**Run 1: pin placement**

(10 px per um) Pins as bars across the die edge, other pins in gray.
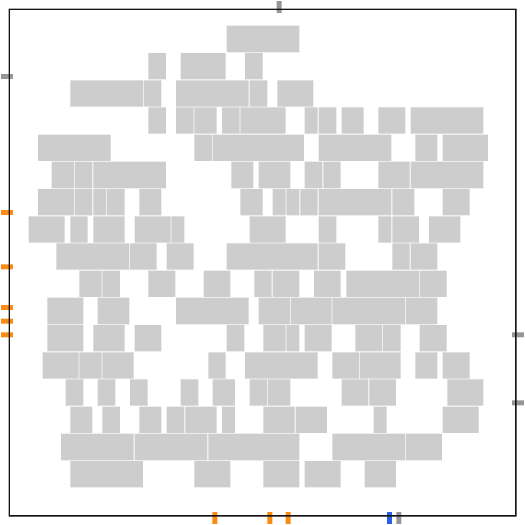
**Run 1: I/O nets highlighted**

(6 px per um)
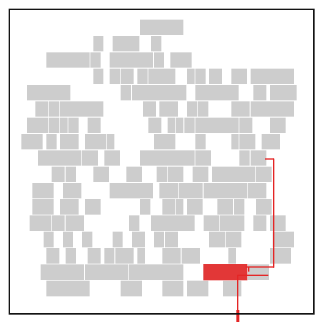
**Run 1: sizing map**

(10 px per um)
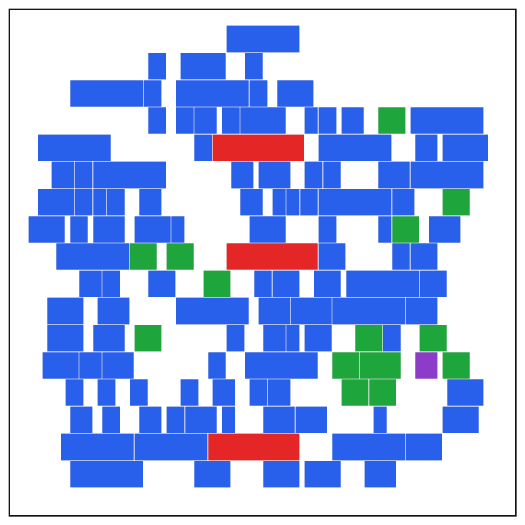
`src/rtl/fifo_uart_tx.sv`:
```
// UART transmitter that pops words from a first-word-fall-through FIFO and serialises them 8N1-style.
// Optional even parity bit enabled by defining FIFO_UART_TX_PARITY_EN.
module fifo_uart_tx #(
  parameter int DATA_WIDTH   = 8,
  parameter int CLKS_PER_BIT = 4
) (
  input  logic                  clk,
  input  logic                  reset,
  input  logic                  fifo_empty,
  input  logic [DATA_WIDTH-1:0] fifo_read_data,
  output logic                  fifo_read,
  output logic                  tx,
  output logic                  busy
);

  localparam int CNT_W = (CLKS_PER_BIT > 1) ? $clog2(CLKS_PER_BIT) : 1;
  localparam int IDX_W = (DATA_WIDTH > 1) ? $clog2(DATA_WIDTH) : 1;
  localparam logic [CNT_W-1:0] CNT_LAST = CNT_W'(CLKS_PER_BIT - 1);
  localparam logic [IDX_W-1:0] IDX_LAST = IDX_W'(DATA_WIDTH - 1);

`ifdef FIFO_UART_TX_PARITY_EN
  typedef enum logic [2:0] {
    IDLE   = 3'd0,
    START  = 3'd1,
    DATA   = 3'd2,
    PARITY = 3'd3,
    STOP   = 3'd4
  } state_t;
`else
  typedef enum logic [2:0] {
    IDLE  = 3'd0,
    START = 3'd1,
    DATA  = 3'd2,
    STOP  = 3'd4
  } state_t;
`endif

  state_t                state, state_next;
  logic [CNT_W-1:0]      bit_cnt, bit_cnt_next;
  logic [IDX_W-1:0]      bit_idx, bit_idx_next;
  logic [DATA_WIDTH-1:0] shift_reg, shift_reg_next;
  logic [DATA_WIDTH-1:0] shifted;
  logic                  tx_next, busy_next;
  logic                  last_tick;
`ifdef FIFO_UART_TX_PARITY_EN
  logic                  parity_bit, parity_bit_next;
`endif

  assign last_tick = (bit_cnt == CNT_LAST);
  assign shifted   = shift_reg >> 1;

  // Pop when ready for a new word: idle, or the final cycle of the stop bit.
  assign fifo_read = !reset && !fifo_empty &&
                     ((state == IDLE) || ((state == STOP) && last_tick));

  // Next-state and next-output logic; tx/busy are computed one cycle ahead so the line is registered.
  always_comb begin
    state_next     = state;
    bit_cnt_next   = last_tick ? '0 : bit_cnt + 1'b1;
    bit_idx_next   = bit_idx;
    shift_reg_next = shift_reg;
    tx_next        = tx;
    busy_next      = busy;
`ifdef FIFO_UART_TX_PARITY_EN
    parity_bit_next = parity_bit;
`endif
    if (fifo_read) begin
      state_next     = START;
      bit_cnt_next   = '0;
      bit_idx_next   = '0;
      shift_reg_next = fifo_read_data;
      tx_next        = 1'b0;
      busy_next      = 1'b1;
`ifdef FIFO_UART_TX_PARITY_EN
      parity_bit_next = ^fifo_read_data;
`endif
    end else begin
      case (state)
        IDLE: begin
          bit_cnt_next = '0;
          tx_next      = 1'b1;
          busy_next    = 1'b0;
        end
        START: begin
          if (last_tick) begin
            state_next = DATA;
            tx_next    = shift_reg[0];
          end else begin
            tx_next = 1'b0;
          end
        end
        DATA: begin
          if (last_tick) begin
            if (bit_idx == IDX_LAST) begin
`ifdef FIFO_UART_TX_PARITY_EN
              state_next = PARITY;
              tx_next    = parity_bit;
`else
              state_next = STOP;
              tx_next    = 1'b1;
`endif
            end else begin
              bit_idx_next   = bit_idx + 1'b1;
              shift_reg_next = shifted;
              tx_next        = shifted[0];
            end
          end else begin
            tx_next = shift_reg[0];
          end
        end
`ifdef FIFO_UART_TX_PARITY_EN
        PARITY: begin
          if (last_tick) begin
            state_next = STOP;
            tx_next    = 1'b1;
          end else begin
            tx_next = parity_bit;
          end
        end
`endif
        STOP: begin
          // A non-empty FIFO here was already taken by the fifo_read branch above.
          if (last_tick) begin
            state_next = IDLE;
            tx_next    = 1'b1;
            busy_next  = 1'b0;
          end else begin
            tx_next = 1'b1;
          end
        end
        default: begin
          state_next   = IDLE;
          bit_cnt_next = '0;
          tx_next      = 1'b1;
          busy_next    = 1'b0;
        end
      endcase
    end
  end

  // State, counters, shift register and registered line outputs.
  always_ff @(posedge clk) begin
    if (reset) begin
      state     <= IDLE;
      bit_cnt   <= '0;
      bit_idx   <= '0;
      shift_reg <= '0;
      tx        <= 1'b1;
      busy      <= 1'b0;
`ifdef FIFO_UART_TX_PARITY_EN
      parity_bit <= 1'b0;
`endif
    end else begin
      state     <= state_next;
      bit_cnt   <= bit_cnt_next;
      bit_idx   <= bit_idx_next;
      shift_reg <= shift_reg_next;
      tx        <= tx_next;
      busy      <= busy_next;
`ifdef FIFO_UART_TX_PARITY_EN
      parity_bit <= parity_bit_next;
`endif
    end
  end

endmodule

```
`config.mk`:
```
export PLATFORM = sky130hd
export DESIGN_NAME = fifo_uart_tx
export DESIGN_NICKNAME = d
export VERILOG_FILES = /design/src/rtl/fifo_uart_tx.sv
export SDC_FILE = /design/constraint.sdc
export NUM_CORES = 1
export LEC_CHECK = 0
export ABC_CLOCK_PERIOD_IN_PS = 1850
export CORE_MARGIN = 1
export CORE_UTILIZATION = 40
export CTS_BUF_LIST = sky130_fd_sc_hd__clkbuf_16
export CTS_CLUSTER_SIZE = 25
export DETAILED_ROUTE_END_ITERATION = 6
export SLEW_MARGIN = 20
export SYNTH_ARGS = -nofsm -noshare
export SYNTH_HDL_FRONTEND = slang
export SYNTH_SLANG_ARGS = --single-unit
export TNS_END_PERCENT = 1
```
`constraint.sdc`:
```
create_clock -name clk -period 1.85 [get_ports clk]
set_input_delay 0.185 -clock clk [delete_from_list [all_inputs] [get_ports clk]]
set_output_delay 0.185 -clock clk [all_outputs]
set_load 0.02 [all_outputs]
```
==> run_results.csv, run 1 <==
group,metric,value,unit
floorplan,chip_area,2550,um2
cts,ctsLongestPathBuffers,2,
hold_path,hold_depth,1,
pwr,p_sw,205.1,uW
route,drt-met1-wl,1.074,mm
setup_path,required,1.66,ns
cells_and_area,clock_area_share,6.468,%
yosys,avgSynthCellArea,8.632,um2
yosys,xor_share,0.9309,%
yosys,edf_count,0,
route,viasPerCell,5.910,
global_routing,grt_max_degree,17,
yosys,syn-cell-area,940.9,um2
yosys,most_common_cell,"dfxtp_1",
run_status,status,"finished clean",
route,num_vias,922,
route,first_iter_violations,29,
pwr,pwr-share-clk,45.7,%
cts,cts_setup_buffers,0,
setup_path,slowest_stage,"clkdlybuf4s50_1",
yosys,ff_type,"dfxtp_1",
yosys,ys_chip_area,940.9,um2
pwr,comb_power_share,11.1,%
hold_path,hold_class,"flip-flop to flip-flop",
final_timing,fin_hold_ws,0.4272,ns
place,placed_area,1141,um2
global_routing,met3_usage,4.848,%
final_timing,relSlewSlack,70.19,%
cells_and_area,comb_cells,75,
global_routing,antenna_found_initial,0,
global_routing,grt_usage,20.98,%
yosys,yosys.area_share.simple,21.01,%
yosys,synthTopCellsByArea,"dfxtp_1, o41ai_1, o21ai_0",
yosys,synth_top_area_share,38.30,%
cells_and_area,nets,143,
setup_path,critPathCapture,"fifo_read",
place,post-dp-hpwl,1.638,mm
global_routing,gr-total-overflow,0,
hold_path,min_from,"bit_cnt[0]",
Back to the opening pictures, 'pin placement':
Key: blue = busy [pins 1, direction output, edge bottom]; orange = fifo_read_data [pins 8, direction input, edge 5 left, 3 bottom]

Back to the opening pictures, 'I/O nets highlighted':
Key: red = busy [bits 1, direction output, edge bottom, end cells 1, buffers 1, wire 35.7 um]
Top Ports: 14
PortBufs: 13

Back to the opening pictures, 'sizing map':
Key: green = _3 and _4 cells [cells 14, share 11%]; blue = _0 and _1 cells [cells 110, share 86%]; red = _6 and larger [cells 3, share 2.3%]; purple = _2 cells [cells 1, share 0.78%]
Non-Clock Buffer Count: 26
Final Worst Setup Slack: 0.05756 ns
design area: 1219 um2

==> inputs of run 2 (changes only) <==
Settings changed: CORE_UTILIZATION 40 to 35.
**Run 2: pin placement**

(10 px per um) Pins as bars across the die edge, other pins in gray.
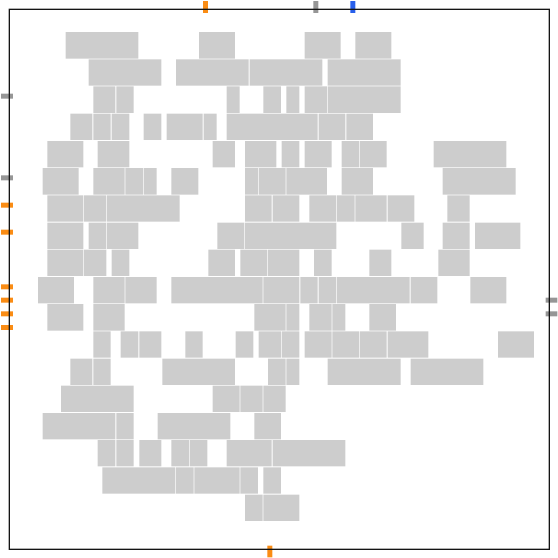
Key: orange = fifo_read_data [pins 8, direction input, edge 6 left, 1 bottom, 1 top]; blue = busy [pins 1, direction output, edge top]
All pins by edge: 8 left, 3 top, 2 right, 1 bottom.
die width: 53.85 um
die height: 53.85 um

==> run 2 against run 1 <==
Synthesized area stayed put. Largest power group unchanged. Wire length is 2.1% lower. Clock skew hardly changed. Hold slack hardly changed. Largest cell class unchanged. Flip-flop count stayed put. Worst setup slack better by 0.0033 ns. Global-route usage is 3.4 points lower. Maximum frequency is 0.18% higher.
==> run_results.csv, run 2 <==
group,metric,value,unit
yosys,synth_top_area_share,38.30,%
yosys,syn-cell-area,940.9,um2
hold_path,hold_class,"flip-flop to flip-flop",
global_routing,grt_first_pass_wirelength,3.553,mm
global_routing,grt_usage,17.62,%
hold_path,hold_depth,1,
pwr,p_sw,194.8,uW
cts,ctsLongestPathBuffers,2,
route,dr.pass1.iters,5,
route,num_vias,907,
hold_path,min_from,"bit_cnt[0]",
yosys,ys_chip_area,940.9,um2
pwr,comb_power,111,uW
yosys,edf_count,0,
global_routing,met3_usage,4.237,%
pwr,pwr-share-clk,44.6,%
pwr,comb_power_share,11.7,%
route,drt-met1-wl,1.076,mm
place,placed_area,1151,um2
global_routing,antenna_found_initial,0,
yosys,most_common_cell,"dfxtp_1",
cts,cts_setup_buffers,0,
global_routing,grt_max_degree,17,
yosys,avgSynthCellArea,8.632,um2
route,first_iter_violations,31,
yosys,xor_share,0.9309,%
yosys,synthTopCellsByArea,"dfxtp_1, o41ai_1, o21ai_0",
place,io_buffers,13,
global_routing,gr-total-overflow,0,
cells_and_area,dominant_cells,"multi-input combinational cells",
floorplan,chip_area,2900,um2
setup_path,path_depth,5,
yosys,ff_type,"dfxtp_1",
setup_path,slowest_stage,"clkdlybuf4s50_1",
yosys,yosys.area_share.simple,21.01,%
floorplan,ioPinCount,14,
route,viasPerCell,5.741,
final_timing,grt_setup_unrepaired,"false",
cells_and_area,comb_cells,75,
run_status,status,"finished clean",
final_timing,relSlewSlack,75.43,%
cells_and_area,clock_area_share,6.122,%
cells_and_area,nNonClkBuffers,27,
place,post-dp-hpwl,1.551,mm
**Run 2: sizing map**

(10 px per um)
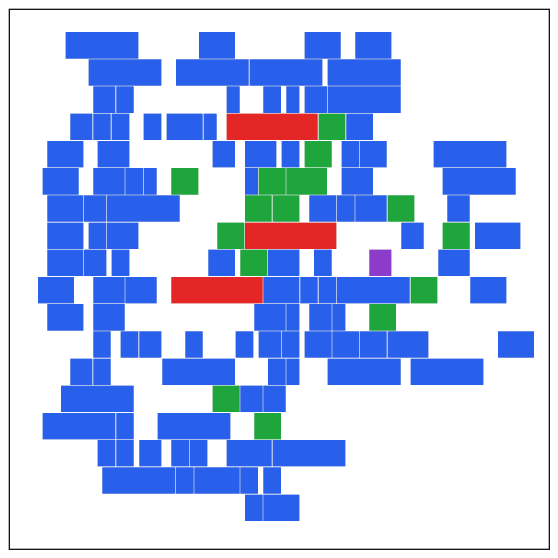
Key: red = _6 and larger [cells 3, share 2.3%]; blue = _0 and _1 cells [cells 109, share 85%]; purple = _2 cells [cells 1, share 0.78%]; green = _3 and _4 cells [cells 15, share 12%]
Area growth syn-to-layout: 30.32%
Final Worst Setup Slack: 0.06086 ns
design area: 1226 um2

==> inputs of run 3 (changes only) <==
Settings changed: ABC_CLOCK_PERIOD_IN_PS 1850 to 2150, DONT_BUFFER_PORTS from default to 1, REMOVE_ABC_BUFFERS from default to 1.
Clock period 1.85 ns to 2.15 ns, I/O delays scaled along.
**Run 3: cell outlines without signal wires**

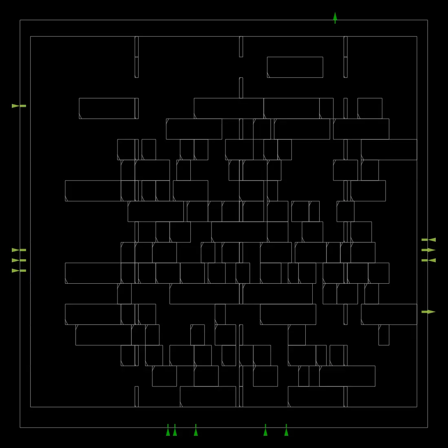
core outline area: 2500 um2
num tapcells: 30
Core Util, Final: 41.59%
final cell count without fillers: 138

==> run 3 against run 2 <==
Final cell count fell by 13%. Highest routed layer unchanged. Clock power fell by 13%. Global-route usage rose by 1.2 points. Total power fell by 17%. Critical path depth fell by 1. Register-to-register slack improved by 0.26 ns. Synthesized cell count did not move. Worst setup slack improved by 0.17 ns. Final area fell by 15%. Combinational power fell by 52%. Clock skew fell by 0.0028 ns. Hold slack got worse by 0.40 ns.
==> run_results.csv, run 3 <==
group,metric,value,unit
yosys,synthTopCellsByArea,"dfxtp_1, o41ai_1, o21ai_0",
yosys,ys_chip_area,940.9,um2
yosys,edf_count,0,
cells_and_area,dominant_cells,"multi-input combinational cells",
final_timing,fin_ws,0.2282,ns
global_routing,grt_usage,18.82,%
pwr,pwr-share-clk,47.1,%
cells_and_area,postLayoutCellArea,1040,um2
yosys,most_common_cell,"dfxtp_1",
hold_path,hold_class,"input pin to flip-flop",
cts,cts_setup_buffers,0,
hold_path,min_from,"reset",
global_routing,antenna_found_initial,0,
global_routing,gr-total-overflow,0,
place,io_buffers,0,
floorplan,die_y,53.85,um
setup_path,required,1.93,ns
pwr,comb_power,53.5,uW
route,viasPerCell,6.159,
final_timing,fin_hold_ws,0.03023,ns
setup_path,slowest_stage,"or3_4",
global_routing,grt_max_degree,13,
yosys,synth_top_area_share,38.30,%
floorplan,dieWidth,53.85,um
yosys,avgSynthCellArea,8.632,um2
global_routing,met3_usage,4.520,%
floorplan,chip_area,2900,um2
yosys,xor_share,0.9309,%
route,drt-met1-wl,1.018,mm
run_status,status,"finished clean",
yosys,yosys.area_share.simple,21.01,%
cells_and_area,clock_area_share,7.581,%
cts,ctsLongestPathBuffers,2,
cells_and_area,syn2layout_area_growth,10.51,%
yosys,syn-cell-area,940.9,um2
cells_and_area,nets,123,
cells_and_area,comb_cells,75,
pwr,comb_power_share,6.8,%
place,placed_area,960.9,um2
yosys,ff_type,"dfxtp_1",
route,dr.pass1.iters,4,
global_routing,grt_first_pass_wirelength,3.822,mm
**Run 3: wiring by layer**

(10 px per um) Two of the layers only.
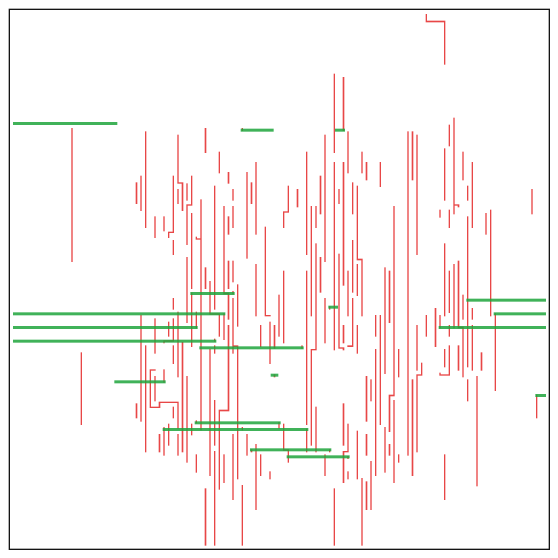
Key: red = metal 2 [wire length 950 um]; green = metal 3 [wire length 153 um]

Power figures rest on the tool's default switching activity, not on a simulated workload.
